**Run 1: zoomed window**

Scale bar: 20 um. Window x 0 to 50, y 0 to 50 um. Cells in grey, sequential cells in the stronger grey; small squares are vias.
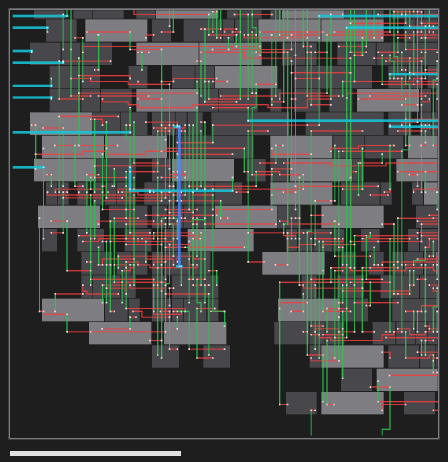
**Run 1: sequential cells coloured by netlist name**

Other sequential cells in the stronger grey, the rest of the logic in the fainter grey.
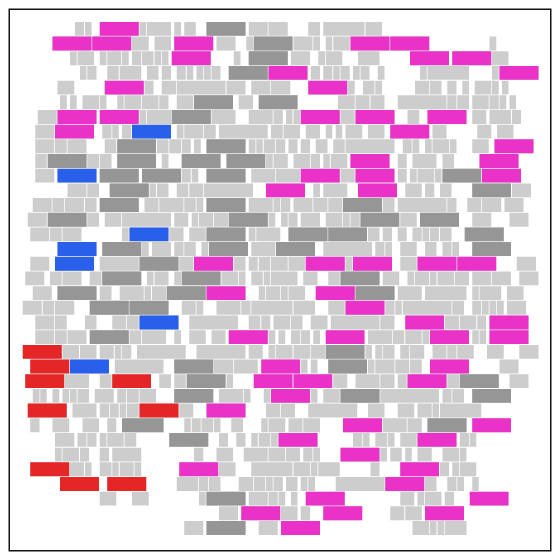
**Run 1: placement by cell class**

Fill, decap, tap and diode cells in grey.
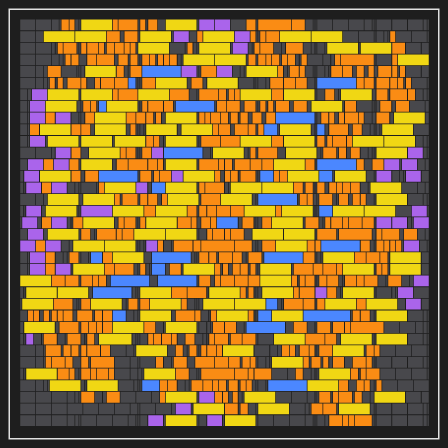
==> config.mk <==
export PLATFORM = sky130hd
export DESIGN_NAME = switch_bank_debouncer_flat
export DESIGN_NICKNAME = d
export VERILOG_FILES = /design/src/rtl/switch_bank_debouncer_if.sv /design/src/rtl/switch_bank_debouncer.sv /design/src/flat_wrapper.sv
export SDC_FILE = /design/constraint.sdc
export NUM_CORES = 1
export LEC_CHECK = 0
export ABC_CLOCK_PERIOD_IN_PS = 2600
export CAP_MARGIN = 10
export CORE_MARGIN = 2
export CORE_UTILIZATION = 62
export DETAILED_ROUTE_END_ITERATION = 8
export HOLD_SLACK_MARGIN = 0.1
export PLACE_DENSITY = 0.84
export SLEW_MARGIN = 10
export SYNTH_ARGS = -nofsm -noshare
export SYNTH_HDL_FRONTEND = slang
export SYNTH_SLANG_ARGS = --single-unit
==> constraint.sdc <==
create_clock -name hwclk -period 2.6 [get_ports hwclk]
set_input_delay 0.39 -clock hwclk [delete_from_list [all_inputs] [get_ports hwclk]]
set_output_delay 0.39 -clock hwclk [all_outputs]
set_load 0.005 [all_outputs]
==> impl_metrics.ini, run 1 <==
; physical design summary
[floorplanning]
fp-utilization_pct = 62.80
chipWidth_um = 100.1
chip_area_um2 = 10010
die_h_um = 100.1
boundaryPins = 46

[sta]
max_freq_mhz = 455.2
slew_headroom_pct = 37.19
totalNegativeSetupSlack_ps = 0
finalCritPeriodShare_pct = 84.50
clock_skew_ps = 8.648
worst-slew-pin-transition_ps = 941.1
finalHoldViolations = 0
timing.final.max_slew_violations = 0
setup_viol = 0

[routing]
wl_per_cell_um = 14.64
route.detailed.vias_per_inst = 5.701
wl_met3_um = 521
vias = 4424
met2WireLength_um = 5651
firstDrtPassIters = 4
top_signal_layer_used = met4
route.detailed.drc = 0

[logic_synthesis]
synth_async_sr_flop_share_pct = 0
synth_area_per_cell_um2 = 9.424
ys_seq_elements = 136
most_common_cell = dfxtp_1
post_synth_instance_area_um2 = 5720
synth.yosys.seq_area_share_pct = 47.59
topCellsByArea = dfxtp_1, ha_1, xnor2_1
syn_nets = 647
synth_cell_types = 41
post_synth_ao_oa_area_fraction_pct = 10.30
synth.logic.top_family = simple AND/OR/NAND/NOR gates
synthMuxAreaShare_pct = 1.225
synth-adder-area-share_pct = 5.031
ys_chip_area_um2 = 5720
synthCells = 607
synth-simple-area-share_pct = 23.71
synthTopCellsByCount = dfxtp_1, nor2_1, nand2_1

[status]
result_of_the_run = finished, final reports clean

[flow_run]
openroad.warnings = 34
timing.max_cap.violations = 0

[clock_network]
holdBufCountCts = 0
post-cts-setup-buffer-count = 0
post_cts_resize_count = 0
cts_tree = yes
cts.sinks = 136
cts-root-to-sink-buffers = 2
cts-htree-levels = 4
clock-root-buffer = clkbuf_8
clock_insertion_delay_worst_skew_ps = 510
clk_transition_reported_paths_ps = 60
number_of_buffers_added_by_the_clock_tree_synthesis_step = 17

[power]
combPwrFrac_pct = 2.7
pwr-share-seq_pct = 47.4
clock_power_mw = 2.23
reported_net_switching_power_mw = 1.015
pwr_density_cell_nw_per_um2 = 656.0
worst_ir_drop_on_vdd_v = 0.0005027
leakage_nw = 2.504
power.internal_mw = 3.454
power.combinational.total_mw = 0.119
sequentialPower_mw = 2.12
netSwitchingFraction_pct = 22.72

[grt]
grt_pass1_wl_um = 19380
global_route_usage_over_all_layers_pct = 23.92
grt_use_met3_pct = 5.432
grt_start_max_net_pins = 72
grt_antenna_before_repair = 0
grt-busiest-layer = met2
global_route.overflow_total = 0
grt_use_met2_pct = 39.35
first_global_vias = 4255

[finish]
antenna_cells_inserted = 0
fillCellCount = 611
number_of_flip_flops_under_the_largest_register_name = 63
syn2layout_area_growth_pct = 19.09
final_common_cell = dfxtp_1
mostFrequentLayoutCells = dfxtp_1, nor2_1, nand2_1, clkdlybuf4s50_1
drive_above_1_share_pct = 12.63

[setup_path]
worst_path_largest_cell_delay_ps = 540
kind_of_cell_adding_the_most_delay_to_the_critical_path = buffers and inverters
rr_worst_depth = 6
critical_path_arrival_ps = 1810
critical-path-slowest-cell = clkdlybuf4s50_1
cp-start-kind = register
crit_path_max_fanout = 23
endpoint_kind = output pin
ff2ff_setup_slack_ps = 550
path_buffers = 2
crit_type = reg -> out

[min_path]
worstHoldPathCells = 2
hold_path.class = in -> reg

[placed_design]
hpwl_um = 7541
port_buffers = 45
detailed_place.area_um2 = 6257
routabilityCongestion = 0.8550
Notes on 'zoomed window' above:
[green] metal 2
[cyan] metal 3
[red] metal 1
[blue] metal 4
most frequent: dfxtp_1 (28), nor2_1 (14)
cells with their middle in the window: 152
sequential cells in the window: 29

Notes on 'sequential cells coloured by netlist name' above:
[magenta] u_core.cnt_q | sequential cells: 63 | where: all over the die
[blue] u_core.low_meta | sequential cells: 7 | where: left middle
[red] u_core.div_q | sequential cells: 9 | where: bottom left
not coloured: 57
flip-flop and latch share of the layout cell area: 39.98%
area of all sequential standard cells: 2724 um^2
utilization after layout: 74.79%

Notes on 'placement by cell class' above:
[blue] clock drivers and dummy loads | cells: 32
[yellow] sequential cells | cells: 136
[orange] combinational and other logic | cells: 446
[purple] remaining buffers and delay cells | cells: 51
area of all placed cells without fillers: 6813 um^2
area of the core: 9109 um^2
FP Rows: 35

## run 1: stage by stage
stage	cells	setup WS (ps)	total power [mW]	hold WS, ps	util [%]
after floorplan	607	970.5	2.238	389.5	-
after global placement	744	781.0	2.278	391.0	68.70
after detailed placement	744	626.7	2.284	395.8	68.70
after CTS	776	386.6	4.496	290.7	74.79
after global routing	776	338.7	4.615	323.9	74.79
final	776	403.0	4.469	304.4	74.79
## run 1: layout make-up
| cell class | instances | area (um^2) | share of cell area (%) |
|---|---|---|---|
| sequential | 136 | 2724 | 39.98 |
| multi-input combinational | 420 | 2794 | 41.01 |
| tap | 111 | 138.9 | 2.039 |
| clock buffer | 17 | 414.1 | 6.079 |
| clock inverter | 15 | 141.4 | 2.075 |
| inverter | 26 | 97.59 | 1.433 |
| timing repair buffer | 51 | 503.0 | 7.383 |
**Run 1: routed metal per tile**

Scale bar: 20 um. 20 x 20 tiles, from black (low) to pale yellow (high), scaled to the fullest tile. Values are wire area over tile area, all layers added.
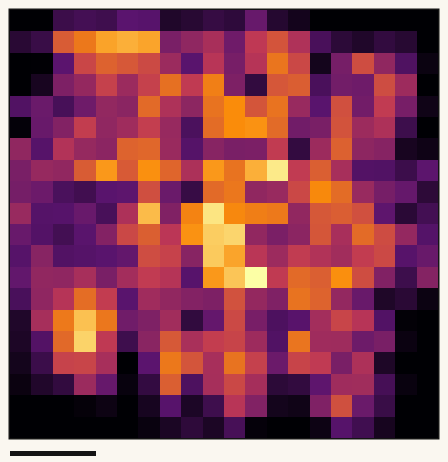

==> run 2: changes to the inputs <==
--- a/config.mk
+++ b/config.mk
@@ -5,13 +5,13 @@
 export SDC_FILE = /design/constraint.sdc
 export NUM_CORES = 1
 export LEC_CHECK = 0
-export ABC_CLOCK_PERIOD_IN_PS = 2600
+export ABC_CLOCK_PERIOD_IN_PS = 2150
 export CAP_MARGIN = 10
 export CORE_MARGIN = 2
-export CORE_UTILIZATION = 62
+export CORE_UTILIZATION = 58
 export DETAILED_ROUTE_END_ITERATION = 8
 export HOLD_SLACK_MARGIN = 0.1
-export PLACE_DENSITY = 0.84
+export PLACE_DENSITY = 0.8
 export SLEW_MARGIN = 10
 export SYNTH_ARGS = -nofsm -noshare
 export SYNTH_HDL_FRONTEND = slang
==> constraint.sdc (replaced) <==
create_clock -name hwclk -period 2.15 [get_ports hwclk]
set_input_delay 0.3225 -clock hwclk [delete_from_list [all_inputs] [get_ports hwclk]]
set_output_delay 0.3225 -clock hwclk [all_outputs]
set_load 0.005 [all_outputs]
**Run 2: routed metal per tile**

Scale bar: 20 um. 21 x 21 tiles, from black (low) to pale yellow (high), scaled to the fullest tile. Values are wire area over tile area, all layers added.
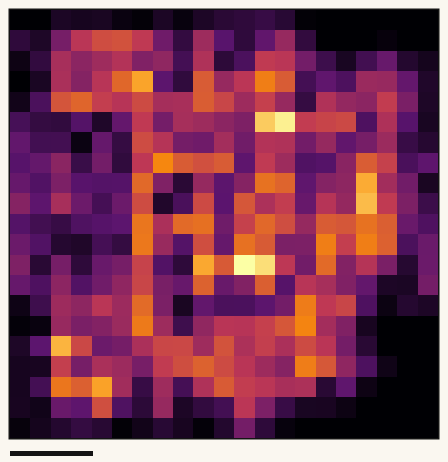
nearly empty tiles: 9.8%
tiles over half the peak: 22%
emptiest ninth of the die: bottom right
fullest tile: 0.54
vias post-DR: 4497
final wirelength: 11630 um
global-route usage over all layers: 23.25%

**Run 2: cell placement**

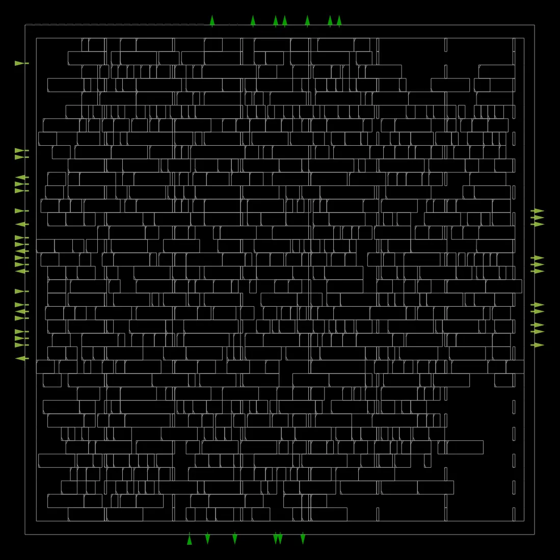
area of the core: 9684 um^2
number of flip-flops and latches: 136

==> run 2 against run 1 <==
Net effect: non-clock buffer count up 12; critical path depth shrank 1; first-iteration DRC count down 26%; synthesized cell count unchanged; worst hold slack hardly changed; clock power grew 42%; utilization down 2.2 points; design area up 3.3%; combinational power rose by 24%; clock skew fell by 2.5 ps; final cell count is 4.3% higher; area after synthesis did not move; critical path type unchanged.
==> impl_metrics.ini, run 2 <==
; physical design summary
[power]
reported_net_switching_power_mw = 1.137
netSwitchingFraction_pct = 19.37
clock_power_mw = 3.16
leakage_nw = 2.593
pwr_density_cell_nw_per_um2 = 834.6
pwr-share-seq_pct = 43.7

[sta]
timing.final.max_slew_violations = 0
finalCritPeriodShare_pct = 89.33
slew_headroom_pct = 62.43
clock_skew_ps = 6.163
finalHoldViolations = 0
finalHoldWorstSlack_ps = 304.0
timing.final.ws_setup_ps = 229.3

[setup_path]
path_buffers = 1
ff2ff_setup_slack_ps = 340
endpoint_kind = output pin
worst_path_largest_cell_delay_ps = 570
kind_of_cell_adding_the_most_delay_to_the_critical_path = buffers and inverters
critical_path_arrival_ps = 1600
cp-start-kind = register

[logic_synthesis]
topCellsByArea = dfxtp_1, ha_1, xnor2_1
synth_cell_types = 41
synthTopCellsByCount = dfxtp_1, nor2_1, nand2_1
synthCells = 607
ys_chip_area_um2 = 5720
synth_async_sr_flop_share_pct = 0
synth_area_per_cell_um2 = 9.424
ys_seq_elements = 136

[finish]
clock_area_share_pct = 9.196
area.combinational_um2 = 2794
n_multi_input_combinational_cell = 420
antenna_cells_inserted = 0
ff_latch_area_um2 = 2724
comb_area_share_pct = 39.72
mostFrequentLayoutCells = dfxtp_1, nor2_1, nand2_1, clkdlybuf4s50_1
syn2layout_area_growth_pct = 22.97
buffers_excl_clock = 63
nonClockInverterCount = 26
number_of_flip_flops_under_the_largest_register_name = 63
layout.clock_buffers = 19
cell_count_final_fillers_out = 809
final_common_cell = dfxtp_1

[placed_design]
place_worst_setup_slack_ps = 362.4
routabilityCongestion = 0.8485
hpwl_um = 7787

[routing]
route.detailed.drc = 0
wl_per_cell_um = 14.37
firstDrtPassIters = 5
route.detailed.vias_per_inst = 5.559

[clock_network]
post-cts-setup-buffer-count = 0
clock-root-buffer = clkbuf_8
cts_tree = yes

[grt]
grt_start_max_net_pins = 33
grt_pass1_wl_um = 19590
global_route.overflow_total = 0
grt_antenna_before_repair = 0

[min_path]
worstHoldPathCells = 2

[floorplanning]
n_tap_cell = 133
die_h_um = 103.3

[status]
result_of_the_run = finished, final reports clean
**Run 2: sequential cells coloured by netlist name**

Other sequential cells in the stronger grey, the rest of the logic in the fainter grey.
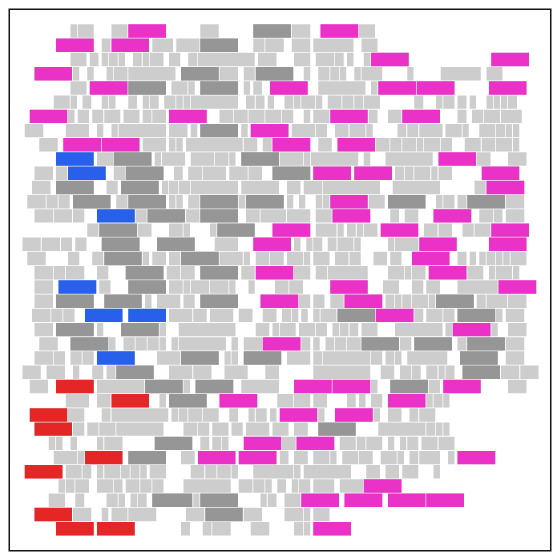
[red] u_core.div_q | sequential cells: 9 | where: bottom left
[magenta] u_core.cnt_q | sequential cells: 63 | where: all over the die
[blue] u_core.low_meta | sequential cells: 7 | where: left middle
utilization after layout: 72.64%
Seq group: 2.56 mW
flip-flop and latch share of the layout cell area: 38.72%

==> run 2: cell counts after synthesis <==
No cell type changed its count.
==> run 2: kinds of logic (layout without fill, tap and decap cells) <==
family | count (synthesis) | after routing | share of synthesized area, %
and+or+nand+nor | 245 | 245 | 23.71
DFF | 136 | 136 | 47.59
AOI/OAI and AO/OA | 89 | 89 | 10.30
xor gates and xnor gates | 56 | 56 | 8.574
buffers and inverters | 51 | 120 | 3.565
adders and majority gates | 23 | 23 | 5.031
muxes | 7 | 7 | 1.225
==> run 2: layer usage <==
metal / global-route usage [%] / share of wire (%) / vias to the layer above
met5: 0 / 0 / -
met1: 28.37 / 45 / 2143
met3: 5.511 / 3.9 / 22
met2: 40.21 / 49 / 107
met4: 8.300 / 1.9 / 0
li1: - / - / 2225
Power is estimated from default activity; no workload was simulated.
